### Clock distribution

The bar under the picture is 20 um long.
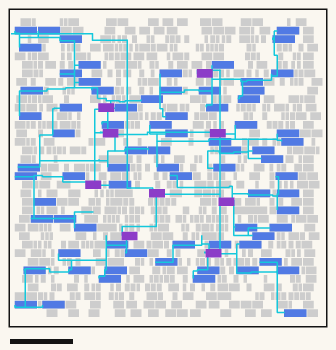
### Cell outlines without signal wires

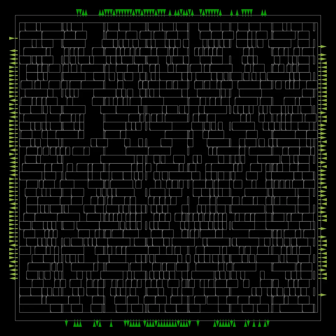
==> config.mk <==
export PLATFORM = sky130hd
export DESIGN_NAME = elbeth_alu_issue
export DESIGN_NICKNAME = d
export VERILOG_FILES = /design/src/rtl/elbeth_alu_issue.sv
export SDC_FILE = /design/constraint.sdc
export NUM_CORES = 1
export LEC_CHECK = 0
export ABC_AREA = 1
export CORE_UTILIZATION = 39
export CTS_CLUSTER_DIAMETER = 30
export DETAILED_ROUTE_END_ITERATION = 16
export GPL_TIMING_DRIVEN = 0
export PLACE_DENSITY_LB_ADDON = 0.05
export RECOVER_POWER = 25
export SLEW_MARGIN = 20
export SYNTH_ARGS = -nofsm -noshare
export SYNTH_HDL_FRONTEND = slang
export SYNTH_SLANG_ARGS = --single-unit
==> constraint.sdc <==
create_clock -name clk -period 1.9 [get_ports clk]
set_input_delay 0.38 -clock clk [delete_from_list [all_inputs] [get_ports clk]]
set_output_delay 0.38 -clock clk [all_outputs]
set_load 0.01 [all_outputs]
==> results_tabular.tex <==
% Implementation results table
\begin{tabular}{lr}
\hline
Metric & Value \\
\hline
\multicolumn{2}{l}{\textbf{Final timing}} \\
\quad Tcrit/Tclk final & a little over nine tenths \\
\quad Setup repair after global routing missed its margin & yes \\
\quad Transition time at the pin with the least slew margin & 0.4712 ns \\
\quad Max-slew violation total from the final report & 0 \\
\quad Rel. slew slack & between 60\% and 70\% \\
\quad Final critical-path required period & 1.797 ns \\
\quad Final Hold Violating Endpoints & 0 \\
\quad Setup tns final & 0 ns \\
\multicolumn{2}{l}{\textbf{Power and ir drop}} \\
\quad Switching fraction of total power & about a quarter \\
\quad Internal power component & 2.753 mW \\
\quad Max VDD drop & about 0.34 mV \\
\quad Fraction of power consumed by combinational cells & roughly 17\% \\
\quad Leakage dissipation & between 2 and 3 nW \\
\quad Psw & approximately 0.87 mW \\
\quad Power density normalized to cell area & about 570 mW/mm\^{}2 \\
\quad Part of the power in registers & 45.2\% \\
\multicolumn{2}{l}{\textbf{Run status}} \\
\quad Result of the run & completed \\
\multicolumn{2}{l}{\textbf{Setup path}} \\
\quad Depth of the critical timing path with buffers and inverters included & 12 \\
\quad Arrival time at the worst endpoint & between 2 and 2.5 ns \\
\quad Setup crit start kind & input port \\
\quad Ordered cell list for the critical path & clkdlybuf4s50\_1 -> nand2\_2 -> inv\_2 -> nand3\_4 -> nor2\_2 -> nand3\_2 -> nand2\_1 -> nand2\_1 -> nand2\_2 -> buf\_6 -> buf\_8 -> nor2\_1 \\
\quad Worst reg2reg path depth & 7 \\
\quad Longest individual stage delay on the worst path & $\sim$0.48 ns \\
\quad CP Buf/Inv Count & 4 \\
\quad Type of the setup path with the least slack & in -> reg \\
\quad FF-to-FF setup slack & 0.31 ns \\
\quad Required time worst endpoint & 2.14 ns \\
\quad Largest fanout of any net on the critical path & 10 \\
\quad Cell with the largest stage delay on the worst path & sky130\_fd\_sc\_hd\_\_clkdlybuf4s50\_1 \\
\multicolumn{2}{l}{\textbf{Placed design}} \\
\quad Inst Count DP & $\sim$900 \\
\quad Weighted congestion reported at the end of routability-driven placement & 0.8659 \\
\quad Count of port buffers added during placement & roughly 210 \\
\multicolumn{2}{l}{\textbf{GRT}} \\
\quad Maximum number of pins on one net before global-route repair & 13 \\
\quad First-pass GRT wire length & a little over 20000 um \\
\quad Number of global-route vias before repair & roughly 4300 \\
\quad Total GRT Usage & 25.72\% \\
\quad Grt ovf & 0 \\
\quad Number of antenna violations at the first check in global routing & 0 \\
\multicolumn{2}{l}{\textbf{Synth}} \\
\quad Synthesized netlist net count & around 700 \\
\quad Synth Seq Share & 40.30\% \\
\quad Chip area in the Yosys report & 0.003775 sq mm \\
\quad Post-synth EDFFs & 0 \\
\quad Cell variety after synth & 28 \\
\quad Post-synth design cell area & 0.003775 sq mm \\
\quad Avg Synthesized Cell Area & about 6.7 sq um \\
\quad Number of synthesis warnings & 0 \\
\quad Cell count in the Yosys report & $\sim$570 \\
\quad Prevailing post-synth register cell & sky130\_fd\_sc\_hd\_\_dfxtp\_1 \\
\quad Number of cells produced by synthesis & approximately 570 \\
\multicolumn{2}{l}{\textbf{Floorplanning}} \\
\quad Horizontal die size & $\sim$100 um \\
\quad Row count & 35 \\
\quad CORE AREA & approximately 0.0093 sq mm \\
\quad Num ports & approximately 210 \\
\quad Die Height & 100.4 um \\
\quad Die Footprint & 0.01008 sq mm \\
\multicolumn{2}{l}{\textbf{CTS}} \\
\quad Clock root cell & sky130\_fd\_sc\_hd\_\_clkbuf\_8 \\
\quad Maximum level of the CTS H-tree & 3 \\
\quad CTS sink count & roughly 76 \\
\quad Number of hold-repair buffers added at the cts stage & 0 \\
\quad CTS tree & done \\
\quad Maximum buffer depth of the clock tree & 2 \\
\multicolumn{2}{l}{\textbf{Job}} \\
\quad Tool warning count & 27 \\
\quad Max-cap violations & 0 \\
\multicolumn{2}{l}{\textbf{Drt}} \\
\quad Via count of the routed design & between 4000 and 5000 \\
\quad Number of iterations in the first detailed-routing pass & 4 \\
\quad Ratio of routed vias to standard cells & 4.999 \\
\quad Initial DRC count & approximately 180 \\
\quad DR DRC count & 0 \\
\quad Antenna-violating nets left & 0 \\
\multicolumn{2}{l}{\textbf{Finish}} \\
\quad NumNets Final & $\sim$920 \\
\quad Most frequently placed logic cell in the final layout & sky130\_fd\_sc\_hd\_\_clkdlybuf4s50\_1 \\
\quad Proportion of layout cells with a drive suffix above 1 & about 8.6\% \\
\quad Diode insertion count for antenna repair & 0 \\
\quad Most frequent cells in the layout & sky130\_fd\_sc\_hd\_\_clkdlybuf4s50\_1 (171), sky130\_fd\_sc\_hd\_\_nand2\_1 (151), sky130\_fd\_sc\_hd\_\_nand3\_1 (117) \\
\quad Area overhead of the layout relative to synthesis & 67.62\% \\
\multicolumn{2}{l}{\textbf{Hold path}} \\
\quad Cell depth of the worst min-delay path & 2 \\
\quad Type of the tightest min-delay check & in -> reg \\
\hline
\end{tabular}
-- 'Clock distribution' (at the start) --
[clock wires] cyan | length: 1030 um
[clock drivers] purple | count: 9
[flip-flops] blue | count: 76
flops lie: all over the die
routed clock nets: 10
clock group share of total power: 37.9%
power attributed to the clock group: 1.37 mW
Worst-Skew Late Latency: 0.35 ns
worst clock skew: 0.006369 ns

-- 'Cell outlines without signal wires' (at the start) --
number of standard cells in the layout, taps in and fillers out: 924
fraction of standard cell area that is sequential: 24.05%
final design utilization: 67.83%

## logic make-up (layout without fill, tap and decap cells)
logic type	Yosys count	after routing	synth area share [%]
and+or+nand+nor	347	347	40.21
AOI/OAI and AO/OA	83	83	11.27
DFF	76	76	40.30
buffers and inverters	55	284	6.894
muxes	5	5	1.326
## power by group through the flow
stage / registers (mW) / clock network [mW] / logic [mW]
6_report: 1.64 / 1.37 / 0.613
5_1_grt: 1.64 / 1.46 / 0.663
4_1_cts: 1.64 / 1.39 / 0.616
3_5_place_dp: 1.68 / 0 / 0.612
3_3_place_gp: 1.68 / 0 / 0.602
2_1_floorplan: 1.69 / 0 / 0.182
## per-stage QoR
stage | power (mW) | utilization, % | instance area [sq um] | hold WS (ns) | worst slack [ns]
6_report | 3.625 | 67.83 | 6327 | 0.3508 | 0.1034
4_1_cts | 3.649 | 66.95 | 6245 | 0.3487 | 0.01585
2_1_floorplan | 1.874 | - | 3775 | 0.4585 | 0.4265
3_3_place_gp | 2.278 | 64.52 | 6018 | 0.4519 | -0.4412
5_1_grt | 3.766 | 67.83 | 6327 | 0.3711 | -0.02368
3_5_place_dp | 2.289 | 64.52 | 6018 | 0.4565 | -0.5124
## metal layers
metal  share of wire (%)  global-route usage [%]  vias up  wire length [um]
li1                    -                       -     2323                 -
met1                  42                   30.65     2111              5432
met2                  47                   43.68      158              6096
met3                 8.1                   7.242       27              1050
met4                 2.6                   10.26        0               338
met5                   0                       0        -                 0
## Yosys cell counts (all sizes together) (2+ instances only)
master  instances  share of area, %
inv            14               1.4
a21oi          50               6.6
nand2         154                15
nor2           70               7.7
buf            30               4.4
dfxtp          76                40
a21boi          2              0.40
o21ai          29               3.8
clkbuf         11               1.1
mux2i           5               1.3
nand3         119                16
## what timing repair did
item	CTS	global route
resized	3	24
setup buffers	0	5
pin swaps	0	4
setup endpoints to repair	30	73
## layout make-up
class                           count  area (sq um)
Sequential cell                    76          1521
Inverter                           14         55.05
Buffer                             41         230.2
Tap cell                          129         161.4
Multi-Input combinational cell    435          2014
Timing Repair Buffer              213          2127
Clock buffer                       12         145.1
Clock inverter                      4         72.57
Fill cell                         864          3000
No activity file was given, so power comes from the tool's default toggle rates.
